<file path="config.mk">
export PLATFORM = sky130hd
export DESIGN_NAME = shim_scatter
export DESIGN_NICKNAME = d
export VERILOG_FILES = /design/src/rtl/shim_scatter.sv
export SDC_FILE = /design/constraint.sdc
export NUM_CORES = 1
export LEC_CHECK = 0
export ABC_CLOCK_PERIOD_IN_PS = 1800
export CELL_PAD_IN_SITES_DETAIL_PLACEMENT = 0
export CELL_PAD_IN_SITES_GLOBAL_PLACEMENT = 1
export CORE_MARGIN = 2
export CORE_UTILIZATION = 29
export DETAILED_ROUTE_END_ITERATION = 10
export PLACE_DENSITY = 0.83
export SLEW_MARGIN = 30
export SYNTH_ARGS = -nofsm -noshare
export SYNTH_HDL_FRONTEND = slang
export SYNTH_SLANG_ARGS = --single-unit
</file>
<file path="constraint.sdc">
create_clock -name CLK -period 1.8 [get_ports CLK]
set_clock_uncertainty 0.1 [all_clocks]
set_input_delay 0.18 -clock CLK [delete_from_list [all_inputs] [get_ports CLK]]
set_output_delay 0.18 -clock CLK [all_outputs]
set_load 0.005 [all_outputs]
</file>
<file path="src/rtl/shim_scatter.sv">
// shim_scatter: captures one aligned vector on VALID_IN and hands each lane
// to its own consumer over an independent valid/ready handshake. DONE_OUT
// pulses for one cycle once every lane has accepted. A VALID_IN arriving
// while busy is dropped and latched in the sticky DROP_OUT flag.
// Optional build macro SHIM_SCATTER_TIMEOUT_EN adds a SCATTER-state cycle
// budget that abandons the vector and pulses TIMEOUT_OUT.
module shim_scatter #(
  parameter int NUM_OUTPUTS    = 1,
  parameter int WIDTH          = 8,
  parameter int TIMEOUT_CYCLES = 16
) (
  input  logic                                   CLK,
  input  logic                                   RST,
  input  logic [NUM_OUTPUTS-1:0][WIDTH-1:0]      VALUES_IN,
  input  logic                                   VALID_IN,
  output logic                                   READY_OUT,
  output logic [NUM_OUTPUTS-1:0][WIDTH-1:0]      VALUES_OUT,
  output logic [NUM_OUTPUTS-1:0]                 VALIDS_OUT,
  input  logic [NUM_OUTPUTS-1:0]                 READYS_IN,
  output logic                                   DONE_OUT,
  output logic                                   DROP_OUT,
  output logic                                   TIMEOUT_OUT
);

  localparam logic [1:0] IDLE    = 2'd0;
  localparam logic [1:0] SCATTER = 2'd1;
  localparam logic [1:0] DONE    = 2'd2;

  logic [1:0]                            state_q, state_d;
  logic [NUM_OUTPUTS-1:0]                pending_q, pending_d;
  logic [NUM_OUTPUTS-1:0][WIDTH-1:0]     values_q, values_d;
  logic                                  drop_q, drop_d;

`ifdef SHIM_SCATTER_TIMEOUT_EN
  localparam int CNT_W = $clog2(TIMEOUT_CYCLES + 1);
  logic [CNT_W-1:0] cnt_q, cnt_d;
  logic             timeout_q, timeout_d;
`endif

  // Next-state, pending mask, capture and drop detection
  always_comb begin
    state_d   = state_q;
    pending_d = pending_q;
    values_d  = values_q;
    drop_d    = drop_q;
`ifdef SHIM_SCATTER_TIMEOUT_EN
    cnt_d     = cnt_q;
    timeout_d = 1'b0;
`endif
    case (state_q)
      IDLE: begin
        if (VALID_IN) begin
          values_d  = VALUES_IN;
          pending_d = '1;
          state_d   = SCATTER;
`ifdef SHIM_SCATTER_TIMEOUT_EN
          cnt_d     = '0;
`endif
        end
      end
      SCATTER: begin
        // A ready on an already-accepted lane cannot re-set anything: only clears.
        pending_d = pending_q & ~READYS_IN;
        if (VALID_IN) drop_d = 1'b1;
        if (pending_d == '0) begin
          state_d = DONE;
        end
`ifdef SHIM_SCATTER_TIMEOUT_EN
        // Final-cycle acceptances win: timeout only if lanes remain after them.
        else if (cnt_q == CNT_W'(TIMEOUT_CYCLES - 1)) begin
          pending_d = '0;
          state_d   = IDLE;
          timeout_d = 1'b1;
        end
        cnt_d = cnt_q + CNT_W'(1);
`endif
      end
      DONE: begin
        if (VALID_IN) drop_d = 1'b1;
        state_d = IDLE;
      end
      default: state_d = IDLE;
    endcase
  end

  // State and datapath registers, cleared asynchronously
  always_ff @(posedge CLK or posedge RST) begin
    if (RST) begin
      state_q   <= IDLE;
      pending_q <= '0;
      values_q  <= '0;
      drop_q    <= 1'b0;
    end else begin
      state_q   <= state_d;
      pending_q <= pending_d;
      values_q  <= values_d;
      drop_q    <= drop_d;
    end
  end

`ifdef SHIM_SCATTER_TIMEOUT_EN
  // SCATTER cycle budget counter and registered abort pulse
  always_ff @(posedge CLK or posedge RST) begin
    if (RST) begin
      cnt_q     <= '0;
      timeout_q <= 1'b0;
    end else begin
      cnt_q     <= cnt_d;
      timeout_q <= timeout_d;
    end
  end

  assign TIMEOUT_OUT = timeout_q;
`else
  // Budget parameter is inert without the timeout build; output stays low.
  assign TIMEOUT_OUT = (TIMEOUT_CYCLES > 0) && 1'b0;
`endif

  assign READY_OUT  = (state_q == IDLE);
  assign DONE_OUT   = (state_q == DONE);
  assign VALIDS_OUT = pending_q;
  assign VALUES_OUT = values_q;
  assign DROP_OUT   = drop_q;

endmodule

</file>
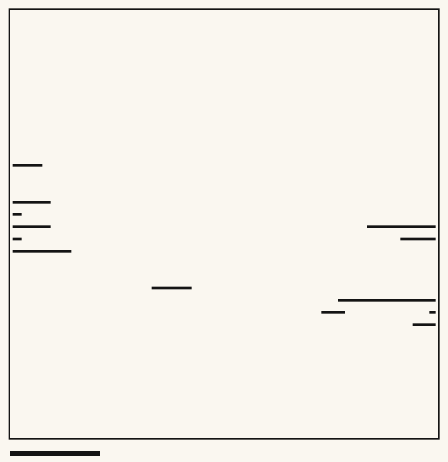
Figure 1: signal wires on met3.
The bar under the picture is 10 um long.
share of all routed wire	4.8%
longest straight run	10.5 um
main direction	horizontal
wire length on this layer	49.1 um
vias post-DR: 396
final wirelength: 1.02 mm
met3 Use GR: 2.26%

==> results_slide.txt <==
Key Metrics from the Run

STA
  • Setup total negative slack: 0 ns
  • Cycle use final: 95.7%
  • Highest Clock Rate: 581 MHz

Routing
  • Top Layer Used: met3
  • Remaining routing DRC violations: 0
  • Number of iterations in the first detailed-routing pass: 3
  • Initial DRC Count: 3

Yosys
  • YS warnings: 0
  • # Cells Yosys: 43

Placed design
  • Port bufs: 23

Clock tree
  • H-tree depth: 1
  • CTS Buf Count: 3
  • Clk slew on worst S/H paths: 0.07 ns

Power
  • Internal power: 893 uW
  • Seq pwr share: 36.2%
  • PD cells: 1500 nW/um^2
  • VDD IR-drop max: 0.656 mV

Floorplan
  • CORE AREA: 1750 um^2
  • Fp util: 31.5%

Critical path
  • FF-to-FF setup slack: 0.50 ns
  • Reg2reg end: VALUES_OUT[7]
  • RR Startpoint: state_q[1]
  • Reg2Reg Depth: 4
  • Critical-path maximum fanout: 6

Layout
  • Layout cell share with drive strength beyond 1: 23.2%
  • Top class by area: registers
  • Nets: 87
  • Layout clock buffers: 3

GRT
  • Overall routing resource usage: 10.6%
  • Number of global-route vias before repair: 383

Outcome
  • Status: finished, final reports clean
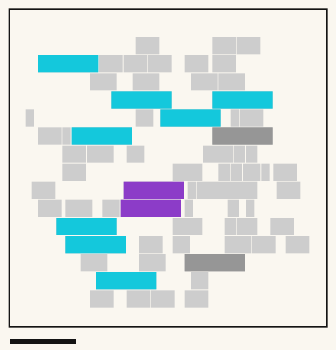
Figure 2: sequential cells colored by netlist name.
The bar under the picture is 10 um long. Other sequential cells in the stronger gray, the rest of the logic in the fainter gray.
color	name in the netlist	placed flops
purple	state_q	2
cyan	VALUES_OUT	8
not colored	2
register area: 300 um^2
post-layout util: 48.5%

## cells by family after synthesis
group	count (synthesis)
buffers and inverters	7
flip-flops	12
AND-OR/OR-AND	8
AND/OR/NAND/NOR	2
other	1
adder cells (fa/ha/maj)	4
multiplexers	9
## repair_timing
action	in CTS	in global routing
hold buffers	0	0
endpoints found under the setup margin	1	2
resized	2	2
buffers inserted	0	1
## cell usage after synthesis, drive strengths merged
library cell / count
a22o: 1
a21oi: 4
ha: 4
inv: 6
a21o: 1
o21ai: 2
buf: 1
dfrtp: 12
conb: 1
nand2: 1
mux2i: 1
mux2: 8
nand3b: 1
## per-layer routing
layer,up-vias,GRT usage [%]
met5,-,0
met4,0,8.33
met3,0,2.26
met2,15,14.3
met1,186,14.4
li1,195,-
## stage by stage
stage                     hold WS, ns  total power [mW]  util, %  instances
after floorplan               -0.0553             0.744        -         43
after global placement          0.339              1.06     46.0         90
after detailed placement        0.350              1.07     46.0         90
after CTS                       0.135              1.26     48.0         93
after global routing            0.191              1.37     48.5         94
final                           0.120              1.27     48.5         94
## power groups by stage
stage	Combinational [mW]	Sequential (mW)	Clock (mW)
3_3_place_gp	0.602	0.462	0
5_1_grt	0.729	0.474	0.167
3_5_place_dp	0.602	0.468	0
6_report	0.655	0.458	0.154
4_1_cts	0.638	0.462	0.160
2_1_floorplan	0.274	0.470	0
## registers in the layout, indices dropped and copies added, names as in the netlist
register,count
VALIDS_OUT,1
state_q,2
VALUES_OUT,8
DROP_OUT,1
## critical path, stage by stage, from the launching register on
cell and delay, ns:
dfrtp_1 0.39, inv_2 0.10, ha_4 0.18, clkdlybuf4s50_1 0.51
Power figures rest on the tool's default switching activity, not on a simulated workload.
